==> images/gate_families.png <==
The bar under the picture is 20 um long.
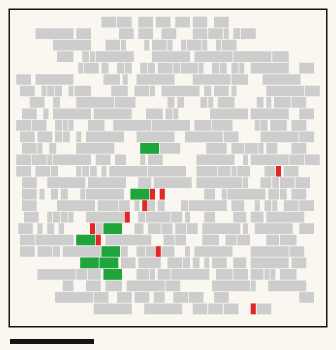
==> images/zoom.png <==
The bar under the picture is 5 um long. Window x 27 to 47, y 42 to 62 um. Cells in gray, sequential cells in the stronger gray; small squares are vias.
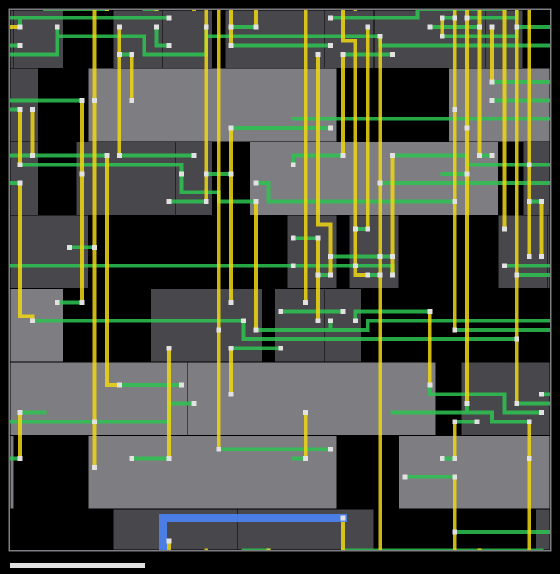
==> images/final_congestion.png <==
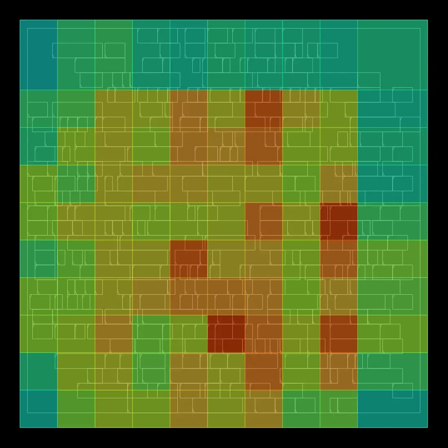
==> config.mk <==
export PLATFORM = sky130hd
export DESIGN_NAME = cmp_branch_sched_flat
export DESIGN_NICKNAME = d
export VERILOG_FILES = /design/src/rtl/cmp_branch_sched_if.sv /design/src/rtl/cmp_branch_sched.sv /design/src/flat_wrapper.sv
export SDC_FILE = /design/constraint.sdc
export NUM_CORES = 1
export LEC_CHECK = 0
export ABC_AREA = 0
export CAP_MARGIN = 20
export CORE_UTILIZATION = 46
export CTS_CLUSTER_DIAMETER = 150
export DETAILED_ROUTE_END_ITERATION = 8
export PLACE_DENSITY = 0.81
export SYNTH_ARGS = -nofsm -noshare
export SYNTH_HDL_FRONTEND = slang
export SYNTH_SLANG_ARGS = --single-unit
==> constraint.sdc <==
create_clock -name clk -period 2.45 [get_ports clk]
set_clock_uncertainty 0.15 [all_clocks]
set_input_delay 0.49 -clock clk [delete_from_list [all_inputs] [get_ports clk]]
set_output_delay 0.49 -clock clk [all_outputs]
set_load 0.02 [all_outputs]
==> changes_impl.md <==
### Changed

* H-tree depth at 2
* Vias at 1922
* Pin count of the biggest net entering global routing at 25
* Die width at 74.98 um
* CP max FO at 2
* First-pass GRT wire length at 8618 um
* Initial antenna violation count at 0
* CTS buffer count at 5
* HPWL Detailed at 3947 um
* Status: finished, final reports clean
* Pin slew with the least headroom to its limit at 0.4798 ns
* Max-cap check violation count at 0
* Register-to-register setup slack at 0.73 ns
* Postcts setup bufs at 0
* Min-delay worst type: flop to flop
* Worst Reg2Reg Path Length in Cells at 6
* RSZ-0062 raised after global routing: false
* Drt drc at 0
* I/O Buffers at 80
* Slowest cell on the critical path: clkdlybuf4s50_1
* Gr ovfl total at 0
* Pwr/cell area at 1267 nW/um^2
* Top cells excl fill/tap: clkdlybuf4s50_1 (80), dfrtp_1 (54), a21oi_1 (40)
* Hold_ws at 0.3366 ns
* FP Core Util at 0.4797
* Kind of critical path: flop to primary output
* Minimum clock period at 1.931 ns
* Area post-placement at 3337 um^2
* Clk Latency, worst-skew pair at 0.30 ns
* Sequential share of the synthesized area at 0.5516
* Worst EP required at 1.81 ns
* Layout area overhead at 42.03%
* Antenna Cells at 0
* Layout cells sized above 1 at 0.1720
* WL final at 5315 um
* Cell row count at 26
* Relative slew margins at 0.6796
* Via count of the first global-routing pass at 1878
* Post_cts resized at 0
* CP cell instances: clkdlybuf4s50_1
* Top area cell types: dfrtp_1 (55%), mux2_2 (8.3%), a21oi_1 (8.2%), nand2_1 (4.1%), ha_1 (4.1%)
* CP Depth at 1
Notes on gate_families.png above:
| family | color | cells |
|---|---|---|
| adder and majority cells | green | 8 |
| inverters | red | 9 |
non-filler cells, final: 384
dominant logic cell type in the layout: clkdlybuf4s50_1

Notes on zoom.png above:
| layer | color |
|---|---|
| met1 | green |
| met2 | yellow |
| met3 | blue |
most frequent: a21oi_1 (9), dfrtp_1 (6), nor2_1 (4)
cells with their middle in the window: 27
sequential cells in the window: 6

Notes on final_congestion.png above:
grt peak-use layer: met2
met3 usage: 0.03213
met1 Use GR: 0.2659

[stage by stage]
step	cells	utilization	worst slack, ns	total power, mW
2_1_floorplan	228	-	0.4954	2.881
3_3_place_gp	376	0.6534	0.3899	3.661
3_5_place_dp	376	0.6534	0.3313	3.735
4_1_cts	384	0.6813	0.5084	4.459
5_1_grt	384	0.6813	0.4832	4.714
6_report	384	0.6813	0.5192	4.409
[final cells by class]
class | instances | area, um^2
inverter | 9 | 33.78
clock inverter | 2 | 60.06
fill | 418 | 1628
clock buffer | 6 | 82.58
timing repair buffer | 90 | 875.8
multi-input combinational | 153 | 988.4
tap | 70 | 87.58
sequential | 54 | 1351
[report_power, final]
group | switching, mW | internal, mW | total (mW)
clock network | 0.274 | 0.436 | 0.710
registers | 0.256 | 1.34 | 1.59
logic | 1.04 | 1.06 | 2.10
total | 1.57 | 2.84 | 4.41
[Yosys cell counts]
library cell	n
a211oi_1	1
buf_6	4
o31ai_1	2
a21oi_1	40
o41ai_1	1
nor2_1	24
a22o_1	3
nor3b_1	2
o21a_4	1
ha_1	8
clkbuf_1	2
and2_2	1
nand2_1	27
buf_2	5
o2111ai_1	1
dfrtp_1	54
clkbuf_2	1
nor2_2	1
nand4_1	1
o21ai_4	1
nor2b_1	1
nor4_1	1
nor3_1	1
mux2_2	18
and3b_2	1
a21o_1	2
o21ai_1	1
o21ai_0	4
a21oi_2	10
inv_1	9
[logic make-up after synthesis]
| family | after synthesis | synth area share |
|---|---|---|
| AOI/OAI and AO/OA | 67 | 0.1736 |
| adders and majority gates | 8 | 0.04086 |
| buffers and inverters | 21 | 0.04749 |
| DFF | 54 | 0.5516 |
| muxes | 18 | 0.08274 |
| and+or+nand+nor | 60 | 0.1037 |
[metal layers]
layer	vias up	wire, um	GRT usage
met2	53	2671	0.3584
li1	943	-	-
met1	921	2335	0.2659
met3	5	247	0.03213
met5	-	0	0
met4	0	60	0.06289
No activity file was given, so power comes from the tool's default toggle rates.
